### config.mk
export PLATFORM = sky130hd
export DESIGN_NAME = pe_mac
export DESIGN_NICKNAME = d
export VERILOG_FILES = /design/src/rtl/pe_pkg.sv /design/src/rtl/pe_mul.sv /design/src/rtl/pe_mac.sv
export SDC_FILE = /design/constraint.sdc
export NUM_CORES = 1
export LEC_CHECK = 0
export ABC_AREA = 1
export ABC_CLOCK_PERIOD_IN_PS = 7900
export CORE_AREA = 2 2 62 64
export DETAILED_ROUTE_END_ITERATION = 10
export DIE_AREA = 0 0 64 66
export PLACE_DENSITY = 0.9
export SLEW_MARGIN = 20
export SYNTH_ARGS = -nofsm -noshare
export SYNTH_HDL_FRONTEND = slang
export SYNTH_SLANG_ARGS = --single-unit
### constraint.sdc
create_clock -name clk -period 7.9 [get_ports clk]
set_clock_uncertainty 0.2 [all_clocks]
set_input_delay 1.185 -clock clk [delete_from_list [all_inputs] [get_ports clk]]
set_output_delay 1.185 -clock clk [all_outputs]
set_load 0.01 [all_outputs]
### src/rtl/pe_pkg.sv
// Shared sizing and types for the pe_mac processing element.
// Build option: PE_SATURATE_EN selects clamping instead of wrap-around on pe_out.
package pe_pkg;

  localparam int DATA_W = 8;
  localparam int TAPS   = 9;
  localparam int ACC_W  = 20;
  localparam int CNT_W  = (TAPS > 1) ? $clog2(TAPS) : 1;
  localparam int PE_MAX = (1 << DATA_W) - 1;

  typedef logic [DATA_W-1:0] data_t;
  typedef logic [ACC_W-1:0]  acc_t;
  typedef logic [CNT_W-1:0]  cnt_t;

endpackage : pe_pkg

### src/rtl/pe_mul.sv
// Combinational unsigned multiplier; the product is zero-extended to accumulator width.
module pe_mul
  import pe_pkg::*;
#(
  parameter int DATA_W = pe_pkg::DATA_W,
  parameter int ACC_W  = pe_pkg::ACC_W
) (
  input  logic [DATA_W-1:0] a,
  input  logic [DATA_W-1:0] b,
  output logic [ACC_W-1:0]  p
);

  logic [2*DATA_W-1:0] full;

  assign full = a * b;
  assign p    = {{(ACC_W-2*DATA_W){1'b0}}, full};

endmodule : pe_mul

### src/rtl/pe_mac.sv
// One-lane MAC for a 3x3 convolution: accumulates TAPS pixel*weight products and
// publishes the window result with a one-cycle done pulse. Build option: PE_SATURATE_EN.
module pe_mac
  import pe_pkg::*;
(
  input  logic  clk,
  input  logic  rst,
  input  logic  mode_i,
  input  data_t pe_in,
  input  data_t pe_filter,
  output data_t pe_out,
  output logic  single_count_9
);

`ifdef PE_SATURATE_EN
  localparam bit SAT_EN = 1'b1;
`else
  localparam bit SAT_EN = 1'b0;
`endif

  localparam acc_t MAX_ACC  = acc_t'(PE_MAX);
  localparam cnt_t LAST_CNT = cnt_t'(TAPS - 1);

  function automatic data_t sat_fn(input acc_t x);
    if (SAT_EN && (x > MAX_ACC)) return data_t'(PE_MAX);
    return x[DATA_W-1:0];
  endfunction

  acc_t  prod_p0;
  acc_t  sum_p0;
  logic  last_p0;

  acc_t  acc_p1;
  cnt_t  cnt_p1;
  data_t out_p1;
  logic  vld_p1;

  // stage 0: product and running sum from current operands
  pe_mul #(
    .DATA_W (DATA_W),
    .ACC_W  (ACC_W)
  ) u_mul (
    .a (pe_in),
    .b (pe_filter),
    .p (prod_p0)
  );

  assign sum_p0  = acc_p1 + prod_p0;
  assign last_p0 = (cnt_p1 == LAST_CNT);

  // stage 1: accumulator, tap counter and published result
  always_ff @(posedge clk or negedge rst) begin
    if (!rst) begin
      acc_p1 <= '0;
      cnt_p1 <= '0;
      out_p1 <= '0;
      vld_p1 <= 1'b0;
    end else begin
      vld_p1 <= 1'b0;
      if (mode_i) begin
        if (last_p0) begin
          acc_p1 <= '0;
          cnt_p1 <= '0;
          out_p1 <= sat_fn(sum_p0);
          vld_p1 <= 1'b1;
        end else begin
          acc_p1 <= sum_p0;
          cnt_p1 <= cnt_p1 + cnt_t'(1);
        end
      end
    end
  end

  assign pe_out         = out_p1;
  assign single_count_9 = vld_p1;

endmodule : pe_mac

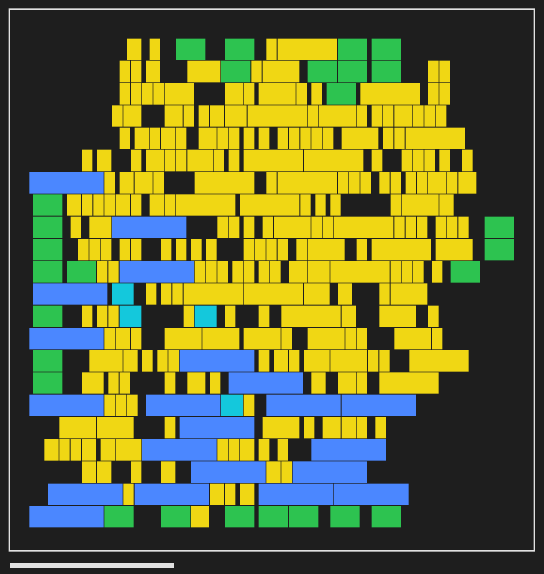
(placed cells, one colour a class)
Scale bar: 20 um.
Key: clock drivers and dummy loads = cyan [cells 4, share of their area 1.3%]; all other logic = yellow [cells 250, share of their area 65%]; flip-flops = blue [cells 21, share of their area 22%]; other buffers and delay cells = green [cells 27, share of their area 12%]
Seq/total area: 0.218
Core ar.: 3550 sq um

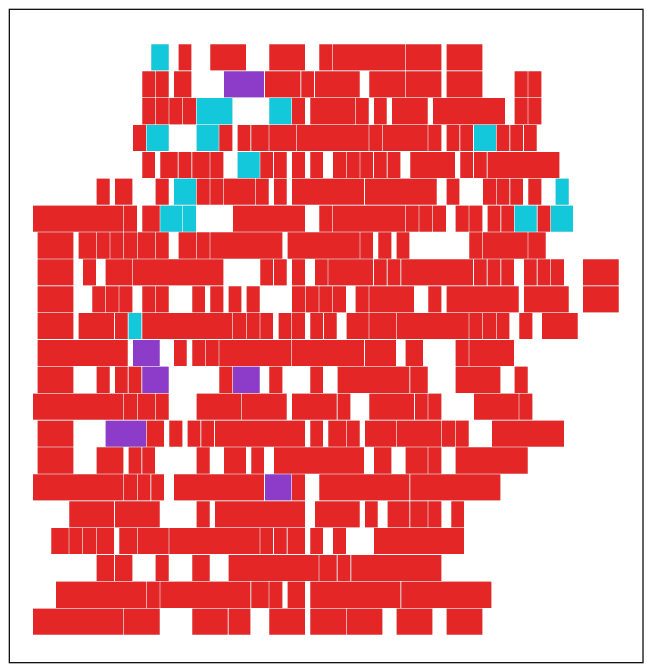
(drive-strength map)
Key: drive 3 to 4 = purple [cells 6]; drive 1 or less = red [cells 282]; drive 2 = cyan [cells 14]
Final Cell Area: 2410 sq um
Buffers, non-clock: 27
fin worst setup slack: 2.57 ns
Area Overhead vs Synth: 15.9%

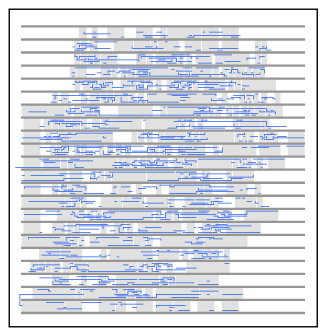
(metal 1)
Supply wires on this layer in grey.
The layer holds 43% of the routed length. The layer carries 1800 um of wire. 323 nets have wire on it.

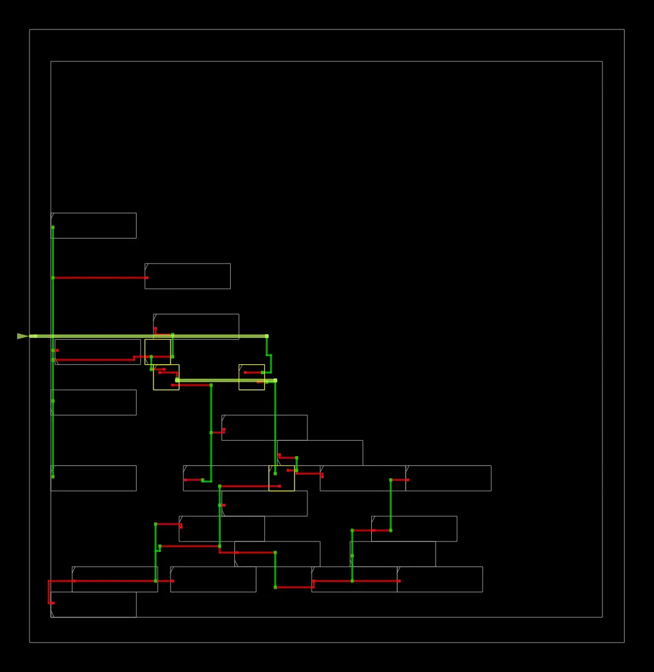
(the clock network)
Flops: 21
clk pwr: 0.0528 mW
clock buffers: 3
TritonCTS Buffers: 3
TritonCTS Sinks: 21

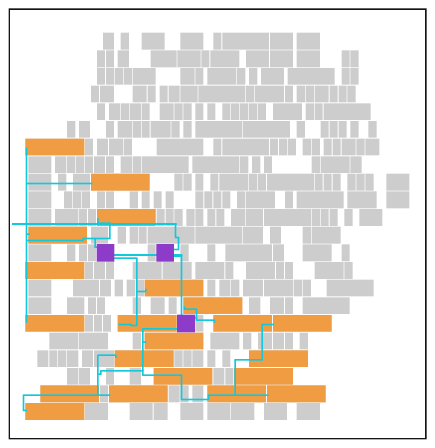
(clock wires, drivers and flops)
Key: cells driving clock nets = purple [count 3]; flip-flops = orange [count 21]; clock wires = cyan [length 230 um]
There are 4 routed clock nets.

==> flow_metrics.py <==
# Flow results
metrics = {
    "clocking": {
        "postCtsSetupBuffers": 0,
        "clockBufferDepth": 2,
        "cts_resized": 0,
        "cts-root-buf": "clkbuf_4",
        "clk_latency_ns": 0.30,
        "postCtsHoldBufs": 0,
        "clk_pin_slew_ns": 0.12,
        "h-tree-depth": 1,
        "cts_tree": "yes",
    },
    "pwr": {
        "pwr-share-seq": 0.228,
        "peakVddDrop_uv": 199,
        "p_sw_frac": 0.493,
        "fin_total_pwr_mw": 0.798,
        "p_leak_nw": 1.42,
        "pwr-share-clk": 0.066,
        "power_frac_comb": 0.706,
        "p_sw_mw": 0.394,
        "internal_power_mw": 0.404,
        "p_per_area_nw_per_um2": 331,
    },
    "min_path": {
        "min_path_cells": 1,
        "hold_path_class": "reg -> reg",
        "whs_endpoint": "cnt_p1[3]",
        "hp-start": "cnt_p1[3]",
    },
    "route": {
        "route.antenna.remaining_nets": 0,
        "drc": 0,
        "avgViaCountPerCell": 4.92,
        "drt_iter0_drc": 67,
        "routed_wl_um": 4160,
        "wl_per_cell_um": 11.9,
        "dr.pass1.iters": 4,
        "vias": 1723,
    },
    "placement": {
        "post-place-ws_ns": 2.32,
        "dp_hpwl_um": 3460,
        "place_congestion": 0.827,
        "io_buffers": 27,
        "dp_cells": 346,
    },
    "worst_setup_path": {
        "path_max_fanout": 9,
        "cp_slowest_stage_delay_ns": 0.65,
        "timing.rr.end": "acc_p1[7]",
        "crit_type": "in -> reg",
        "r2r_slack_ns": 3.76,
        "rr_startpoint": "acc_p1[6]",
        "start_kind": "input pin",
        "path_cells": "clkdlybuf4s50_1 -> nand2_1 -> fa_1 -> inv_1 -> fa_1 -> inv_1 -> fa_1 -> fa_1 -> inv_1 -> ha_1 -> inv_1 -> o21bai_1 -> a31oi_1 -> inv_1 -> nand3_1 -> nand2_1 -> nand2_1 -> nand2_1 -> nand2_1 -> nand2_1",
        "crit_family": "adder cells",
        "crit_cells": 20,
        "cp.arrival_ns": 5.33,
        "r2r_cells": 19,
        "cp_common_cell": "nand2_1",
        "cp-end-kind": "flop",
        "critPathBufInv": 6,
        "endpoint": "acc_p1[7]",
        "cp.required_ns": 7.90,
        "critical_path.startpoint": "pe_filter[0]",
        "slowest_stage": "clkdlybuf4s50_1",
    },
    "finish": {
        "buffer_area_frac": 0.112,
        "largest_cell_class": "combinational gates",
        "comb_share": 0.520,
        "clk_share": 0.0125,
        "nFillCells": 264,
        "fin_cells": 350,
        "inv_count": 72,
        "fin_nets": 359,
        "layout-drive-gt1-share": 0.0662,
        "regArea_sq_um": 526,
        "nMultiInputCombCells": 178,
        "logic_area_sq_um": 1250,
        "diodes": 0,
    },
    "global_routing": {
        "antenna_found_initial": 0,
        "grt_pass1_wl_um": 7360,
        "overflow": 0,
        "grt_pass1_vias": 1779,
        "grt_use_total": 0.223,
        "grt_start_max_net_pins": 22,
    },
    "synthesis": {
        "synth-area-yosys_sq_um": 2080,
        "syn_nets": 332,
        "syn_inst": 276,
        "seq_area_frac_synth": 0.253,
        "netlist_area_sq_um": 2080,
        "ys_cells": 276,
        "ys_ff": 21,
        "synth.distinct_cells": 25,
        "syn_area_per_cell_sq_um": 7.53,
        "yosys_warnings": 0,
    },
    "die": {
        "die_h_um": 66,
        "die_w_um": 64,
        "pin_count": 28,
        "fp_util": 0.586,
        "rows": 22,
        "taps": 48,
        "die_area_sq_um": 4220,
    },
    "outcome": {
        "status": "complete, no violations",
    },
    "timing": {
        "hold_viol": 0,
        "maxSlewViolCount": 0,
        "worstMarginPinSlew_ns": 0.921,
        "finalSetupTns_ns": 0,
        "setup_viol": 0,
        "fin_crit_sh": 0.675,
        "min_period_ns": 5.33,
        "slew_headroom": 0.384,
        "rsz0062_at_grt": "false",
        "clock.fmax_ghz": 0.188,
    },
    "flow_run": {
        "tool_warnings": 27,
        "drv_cap": 0,
    },
}
[cell families after synthesis]
kind of cell,Yosys count,share of synthesized area
adders and majority gates,37,0.288
and+or+nand+nor,117,0.244
buffers and inverters,77,0.145
DFF,21,0.253
xor gates and xnor gates,4,0.0168
AOI/OAI and AO/OA,20,0.0535
[layer usage]
metal  up-vias  GRT usage  share of wire
li1        867          -              -
met1       807      0.283           0.43
met2        42      0.405           0.51
met3         7     0.0239          0.042
met4         0     0.0598          0.015
met5         -          0              0
[metrics by stage]
step | utilization | hold slack (ns) | area, sq um
6_report | 0.679 | 0.278 | 2410
5_1_grt | 0.679 | 0.315 | 2410
4_1_cts | 0.679 | 0.280 | 2410
3_5_place_dp | 0.670 | 0.261 | 2380
3_3_place_gp | 0.670 | 0.254 | 2380
2_1_floorplan | - | 0.234 | 2080
[Yosys cell counts]
library cell / n / area share
inv_1: 66 / 0.12
a21boi_0: 1 / 0.0036
nand2_1: 89 / 0.16
dfrtp_1: 21 / 0.25
fa_1: 18 / 0.17
buf_4: 2 / 0.0072
nand3_1: 13 / 0.031
o21bai_1: 1 / 0.0036
o21ai_1: 5 / 0.012
nand3_2: 1 / 0.0048
nor3_1: 1 / 0.0024
nand2_4: 1 / 0.0054
nand3b_1: 2 / 0.0072
clkinv_2: 1 / 0.0024
ha_1: 19 / 0.11
buf_2: 3 / 0.0072
a31oi_1: 1 / 0.0030
a21oi_1: 1 / 0.0024
nor2_4: 1 / 0.0054
inv_2: 3 / 0.0054
xor2_1: 4 / 0.017
nand2_2: 9 / 0.027
o22ai_1: 4 / 0.012
clkinv_1: 2 / 0.0036
o21ai_0: 7 / 0.017
[power by group through the flow]
stage / logic, mW / registers (mW) / clock network (mW)
3_3_place_gp: 0.526 / 0.182 / 0
3_5_place_dp: 0.556 / 0.184 / 0
5_1_grt: 0.657 / 0.188 / 0.0583
4_1_cts: 0.565 / 0.182 / 0.0538
2_1_floorplan: 0.394 / 0.187 / 0
6_report: 0.563 / 0.182 / 0.0528
[worst reg2reg max path: stages (launching register included)]
cell and delay [ns]:
dfrtp_1 0.34, inv_1 0.07, fa_1 0.53, inv_1 0.05
fa_1 0.49, inv_1 0.05, fa_1 0.50, fa_1 0.55
inv_1 0.04, ha_1 0.29, inv_1 0.09, o21bai_1 0.07
a31oi_1 0.22, inv_1 0.08, nand3_1 0.09, nand2_1 0.07
nand2_1 0.07, nand2_1 0.08, nand2_1 0.08, nand2_1 0.06
[cells in the final DEF, fill, tap and decap left out]
| master | count |
|---|---|
| nor3_1 | 1 |
| nand2_4 | 1 |
| clkinv_1 | 2 |
| xor2_1 | 4 |
| nand2_2 | 9 |
| o22ai_1 | 4 |
| a21boi_0 | 1 |
| inv_2 | 3 |
| nand3b_1 | 2 |
| o21bai_1 | 1 |
| o21ai_0 | 7 |
| fa_1 | 18 |
| inv_1 | 66 |
| clkdlybuf4s50_1 | 27 |
| a31oi_1 | 1 |
| nand2_1 | 89 |
| nor2_4 | 1 |
| clkinv_2 | 1 |
| nand3_2 | 1 |
| nand3_1 | 13 |
| a21oi_1 | 1 |
| ha_1 | 19 |
| dfrtp_1 | 21 |
| clkbuf_4 | 3 |
| o21ai_1 | 5 |
| clkinvlp_4 | 1 |
No activity file was given, so power comes from the tool's default toggle rates.
